### Signal wires by layer, run 1

Drawn at 2 px/µm. Only two layers are drawn.
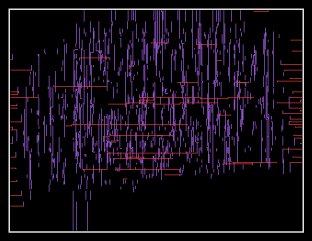
### Placement view, run 1

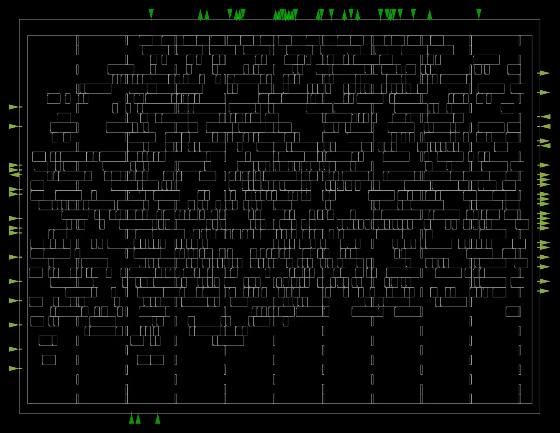
### Routed metal per tile, run 1

Drawn at 2 px/µm. The die is cut into 29 by 22 equal tiles; dark purple is low, yellow is high, scaled to the fullest tile. Values are wire area over tile area, all layers added.
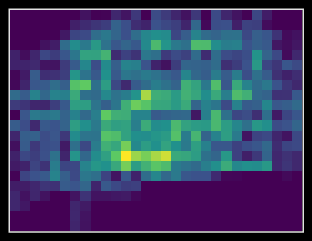
**src/rtl/seq_multiplier.sv**
```systemverilog
// rtl/seq_multiplier.sv - 16x16 unsigned shift-add multiplier with Load/Done handshake
module seq_multiplier #(
    parameter int WIDTH = 16
) (
    input  logic               clk,
    input  logic               rst,
    input  logic [WIDTH-1:0]   A,
    input  logic [WIDTH-1:0]   B,
    input  logic               Load,
    output logic               Busy,
    output logic               Done,
    output logic [WIDTH-1:0]   P_hi,
    output logic [WIDTH-1:0]   P_lo,
    output logic               Ovf
);

    localparam int CW = $clog2(WIDTH) + 1;

    typedef enum logic {
        IDLE = 1'b0,
        RUN  = 1'b1
    } state_t;

    state_t             r_state, w_state_nxt;
    logic [WIDTH-1:0]   r_mcand, w_mcand_nxt;
    logic [WIDTH-1:0]   r_acc_hi, w_acc_hi_nxt;
    logic [WIDTH-1:0]   r_acc_lo, w_acc_lo_nxt;
    logic [CW-1:0]      r_cnt, w_cnt_nxt;
    logic [WIDTH-1:0]   r_p_hi, w_p_hi_nxt;
    logic [WIDTH-1:0]   r_p_lo, w_p_lo_nxt;
    logic               r_ovf, w_ovf_nxt;
    logic               r_done, w_done_nxt;

    logic [WIDTH:0]     w_sum;
    logic [WIDTH-1:0]   w_step_hi;
    logic [WIDTH-1:0]   w_step_lo;

    // The 17-bit sum keeps the adder carry; shifting {sum,acc_lo} right by one
    // drops that carry into acc_hi's MSB and the sum's LSB into acc_lo's MSB.
    assign w_sum     = {1'b0, r_acc_hi} + {1'b0, (r_acc_lo[0] ? r_mcand : {WIDTH{1'b0}})};
    assign w_step_hi = w_sum[WIDTH:1];
    assign w_step_lo = {w_sum[0], r_acc_lo[WIDTH-1:1]};

    always_comb begin
        w_state_nxt  = r_state;
        w_mcand_nxt  = r_mcand;
        w_acc_hi_nxt = r_acc_hi;
        w_acc_lo_nxt = r_acc_lo;
        w_cnt_nxt    = r_cnt;
        w_p_hi_nxt   = r_p_hi;
        w_p_lo_nxt   = r_p_lo;
        w_ovf_nxt    = r_ovf;
        w_done_nxt   = r_done;
        case (r_state)
            IDLE: begin
                if (Load) begin
                    w_mcand_nxt  = A;
                    w_acc_hi_nxt = '0;
                    w_acc_lo_nxt = B;
                    w_cnt_nxt    = '0;
                    w_done_nxt   = 1'b0;
                    w_state_nxt  = RUN;
                end
            end
            RUN: begin
                w_acc_hi_nxt = w_step_hi;
                w_acc_lo_nxt = w_step_lo;
                w_cnt_nxt    = r_cnt + 1'b1;
                if (r_cnt == CW'(WIDTH - 1)) begin
                    w_p_hi_nxt  = w_step_hi;
                    w_p_lo_nxt  = w_step_lo;
                    w_ovf_nxt   = (w_step_hi != '0);
                    w_done_nxt  = 1'b1;
                    w_state_nxt = IDLE;
                end
            end
            default: w_state_nxt = IDLE;
        endcase
    end

    always_ff @(posedge clk) begin
        if (rst) begin
            r_state  <= IDLE;
            r_mcand  <= '0;
            r_acc_hi <= '0;
            r_acc_lo <= '0;
            r_cnt    <= '0;
            r_p_hi   <= '0;
            r_p_lo   <= '0;
            r_ovf    <= 1'b0;
            r_done   <= 1'b0;
        end else begin
            r_state  <= w_state_nxt;
            r_mcand  <= w_mcand_nxt;
            r_acc_hi <= w_acc_hi_nxt;
            r_acc_lo <= w_acc_lo_nxt;
            r_cnt    <= w_cnt_nxt;
            r_p_hi   <= w_p_hi_nxt;
            r_p_lo   <= w_p_lo_nxt;
            r_ovf    <= w_ovf_nxt;
            r_done   <= w_done_nxt;
        end
    end

    assign Busy = (r_state == RUN);
    assign Done = r_done;
    assign P_hi = r_p_hi;
    assign P_lo = r_p_lo;
    assign Ovf  = r_ovf;

endmodule

```
**config.mk**
```make
export PLATFORM = sky130hd
export DESIGN_NAME = seq_multiplier
export DESIGN_NICKNAME = d
export VERILOG_FILES = /design/src/rtl/seq_multiplier.sv
export SDC_FILE = /design/constraint.sdc
export NUM_CORES = 1
export LEC_CHECK = 0
export ABC_AREA = 1
export CAP_MARGIN = 30
export CORE_ASPECT_RATIO = 0.75
export CORE_MARGIN = 2
export CORE_UTILIZATION = 30
export CTS_CLUSTER_SIZE = 10
export DETAILED_ROUTE_END_ITERATION = 10
export PLACE_DENSITY_LB_ADDON = 0.25
export SLEW_MARGIN = 20
export SYNTH_ARGS = -nofsm -noshare
export SYNTH_HDL_FRONTEND = slang
export SYNTH_SLANG_ARGS = --single-unit
```
**constraint.sdc**
```tcl
create_clock -name clk -period 5.85 [get_ports clk]
set_input_delay 0.8775 -clock clk [delete_from_list [all_inputs] [get_ports clk]]
set_output_delay 0.8775 -clock clk [all_outputs]
set_load 0.02 [all_outputs]
```
==> qor.yml, run 1 <==
clock_tree:
  clock_path_buffers: 2
  cts_tree: "yes"
  cts_num_sinks: 88
  htreeDepth: 3
  cts_hold_buf: 0
  clkTransAtPathRegs_ns: 0.06
  worst_skew_pair.late_latency_ns: 0.34
  numCtsBuffers: 9
  clock_tree.root_cell: "clkbuf_16"
  cts.repair.resized: 0
synthesis:
  synth_cell_types: 29
  ys_seq_frac: 0.387
  ys_top_cells_by_count: "nand2_1 (243), inv_1 (99), dfxtp_1 (88)"
  ys.flops: 88
  fa_ha_area_frac: 0.0539
  ys_area_um2: 4550
  syn_area_um2: 4550
  mux_area_frac: 0
  yosysTopAreaCell: "dfxtp_1"
  xor_share: 0.00193
  yosys_warnings: 0
  fp_nets: 763
power:
  p_comb_mw: 0.107
  peakVddDrop_mv: 0.134
  p_total_mw: 1.28
  maxPowerGroup: "registers"
floorplanning:
  io_pins: 70
  core-area_um2: 14600
  die_h_um: 111
worst_setup_path:
  slowest_delay_ns: 0.80
  path_cells: "nand2_1 -> inv_1 -> ha_1 -> inv_1 -> fa_1 -> inv_1 -> nand2_1 -> nand2_2 -> nand3_1 -> nand3_1 -> nand2_1 -> nor2_1 -> nand2_1 -> nor2_1 -> nand3_1 -> nor2_1 -> nor2_1"
  crit_cells: 17
  end_kind: "flop"
  critPathCapture: "Ovf"
  r2r_setup_slack_ns: 2.91
  path_buffers: 3
  cp_data_required_time_ns: 6.08
  path_class: "reg2reg"
  crit_fanout: 17
  r2r_end: "Ovf"
  crit_slowest_cell: "dfxtp_1"
place:
  dp_hpwl_mm: 8.80
  place_worst_setup_slack_ns: 2.89
  io_buffers: 69
cells_and_area:
  fin_area_um2: 5680
  n_all_inverters: 101
  logic_area_um2: 2300
  flop_area_um2: 1760
  clkbuf_count: 10
  signal_buffers: 73
  utilization: 0.388
  logic_gates: 492
  dominant_cells: "combinational gates"
  comb_area_share: 0.405
  clkCellAreaFrac: 0.0465
run:
  maxCapViolCount: 0
route:
  drcViolationCount: 0
  route.met3.wl_um: 684
  ant_nets: 0
  met2_length_mm: 4.28
  vias_per_cell: 4.40
final_timing:
  setup_viol: 0
  whs_ns: 0.464
  worstMarginPinSlew_ns: 0.900
  relSlewSlack: 0.398
  max_freq_mhz: 340
min_path:
  min_to: "P_lo[4]"
grt:
  antenna_found_initial: 0
run_status:
  status: "finished, final reports clean"
About 'Signal wires by layer':
layer	colour	wire length
metal 3	red	684 µm
metal 2	purple	4280 µm

About 'Placement view':
Filler Cell Count: 1680
Post-Layout Cell Count: 966
# rows: 38
Seq cells: 88

About 'Routed metal per tile':
nearly empty tiles	24%
densest ninth of the die	middle
mean over tiles	0.12
emptiest ninth of the die	bottom right

### Gate families picked out, run 1

Drawn at 2 px/µm.
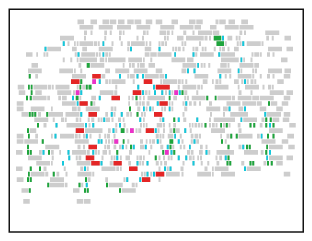

==> inputs of run 2 (changes only) <==
Clock period 5.85 ns to 2.46 ns, I/O delays scaled along.
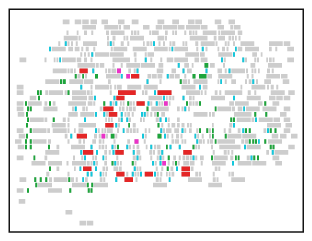
*Gate families picked out, run 2*
Drawn at 2 px/µm.
family	colour	cells
nor cells	green	86
inv cells	cyan	101
fa/ha/maj cells	red	19
and/or cells	magenta	6

==> run 2 against run 1 <==
Synthesized area did not move; power is 150% higher; utilization grew 0.84 points; sequential share of layout area fell by 0.63 points; wire length up 4.6%; die area unchanged; critical path type unchanged; critical endpoint unchanged.
==> qor.yml, run 2 <==
run_status:
  status: "finished, final reports clean"
route:
  drcViolationCount: 0  # unchanged
  num_vias: 4372
  met2_length_mm: 4.58  # +7.0%
  drt_iter0_markers: 278
  ant_nets: 0  # unchanged
  top_layer: "met4"
  wl_met1_mm: 7.08
  vias_per_cell: 4.46  # +1.5%
  route.met3.wl_um: 828  # +21%
cells_and_area:
  utilization: 0.396  # +0.00837
  logic_gates: 492  # unchanged
  n_fill_cell: 1618  # -3.7%
  signal_buffers: 83  # +14%
  lay_top_count: "nand2_1"
  comb_area_share: 0.400  # -0.00488
  drive_above_1_share: 0.0551
  fin_area_um2: 5800  # +2.2%
  logic_area_um2: 2320  # +0.93%
  fin_cells: 980  # +1.4%
  clkbuf_count: 14  # +4
  sh_seq_area: 0.304
  n_all_inverters: 101  # unchanged
  buf_share: 0.136
  seq_cell_count: 88  # unchanged
  flop_area_um2: 1760  # about the same
  clkCellAreaFrac: 0.0520  # +0.00549
  dominant_cells: "combinational gates"
synthesis:
  fa_ha_area_frac: 0.0539  # unchanged
  yosys_warnings: 0  # unchanged
  ys_cells: 709
  ys.flops: 88  # unchanged
  yosysTopAreaCell: "dfxtp_1"
  ys_area_um2: 4550  # unchanged
  synth_cells: 709
  synth_cell_types: 29  # unchanged
  yosys.area.top_type_share: 0.387
  syn_area_um2: 4550  # unchanged
  aoi_share: 0.114
  yosys.area_share.simple: 0.334
  edf_count: 0
  mux_area_frac: 0  # unchanged
  xor_share: 0.00193  # unchanged
  ys_seq_frac: 0.387  # unchanged
  fp_nets: 763  # unchanged
  yosysMostFrequentCell: "nand2_1"
  ys_top_cells_by_count: "nand2_1 (243), inv_1 (99), dfxtp_1 (88)"
  topCombFamilyByArea: "simple AND/OR/NAND/NOR gates"
clock_tree:
  clock_path_buffers: 2  # unchanged
  clock_tree.root_cell: "clkbuf_16"
  cts_tree: "yes"
  clkTransAtPathRegs_ns: 0.06  # about the same
  cts_hold_buf: 0  # unchanged
  cts.repair.resized: 0  # unchanged
  numCtsBuffers: 9  # unchanged
  cts_num_sinks: 88  # unchanged
  worst_skew_pair.late_latency_ns: 0.34  # about the same
  htreeDepth: 3  # unchanged
power:
  peakVddDrop_mv: 0.311  # +130%
  seq_cell_power_mw: 1.49
  p_total_mw: 3.17  # +150%
  cellPowerDensity_nw_per_um2: 545
  p_seq_frac: 0.472
  maxPowerGroup: "registers"
  swShare: 0.234
  p_int_mw: 2.42
  p_comb_mw: 0.271  # +150%
  p_clk_frac: 0.442
floorplanning:
  die_area_um2: 16200
  dieWidth_um: 146
  rows: 38  # unchanged
  core-area_um2: 14600  # unchanged
  io_pins: 70  # unchanged
  die_h_um: 111  # unchanged
grt:
  antenna_found_initial: 0  # unchanged
  grt_pass1_wl_mm: 20.9
  grt_max_degree: 49
  grt_pass1_vias: 3978
worst_setup_path:
  crit_family: "simple AND/OR/NAND/NOR gates"
  path_cells: "buf_4 -> nand2_1 -> inv_1 -> ha_1 -> nand2_1 -> inv_1 -> nand2_1 -> nand2_1 -> a21oi_1 -> nand2_1 -> nand2_1 -> nand2_1 -> nor2_1 -> nand3_1 -> nor2_1 -> nor2_1"
  r2r_setup_slack_ns: 0.24  # -2.67 ns
  path_class: "reg2reg"
  end_kind: "flop"
  crit_fanout: 12  # -5
  cp-startpoint: "r_acc_lo[0]"
  path_buffers: 3  # unchanged
  cp_data_required_time_ns: 2.69  # -3.39 ns
  slowest_delay_ns: 0.36  # -0.44 ns
  crit_slowest_cell: "ha_1"
  rr_startpoint: "r_acc_lo[0]"
  r2r_end: "Ovf"
  critPathCapture: "Ovf"
  crit_cells: 16  # -1
  crit_path_frequent_cell: "nand2_1"
final_timing:
  relSlewSlack: 0.631  # +0.232
  rsz0062_at_grt: "false"
  period_used_share: 0.904
  fin_tns_setup_ns: 0
  whs_ns: 0.435  # -0.0298 ns
  max_freq_mhz: 450  # +32%
  setup_viol: 0  # unchanged
  hold_violations: 0
  worstMarginPinSlew_ns: 0.554  # -0.347 ns
  fin_skew_ns: 0.00458
place:
  place_worst_setup_slack_ns: 0.162  # -2.72 ns
  place.gp.congestion: 0.924
  io_buffers: 69  # unchanged
  dp_hpwl_mm: 9.47  # +7.6%
min_path:
  hold_depth: 4
  hp-class: "in2reg"
  min_to: "r_acc_lo[1]"
run:
  maxCapViolCount: 0  # unchanged
Power and IR drop assume default switching activity.
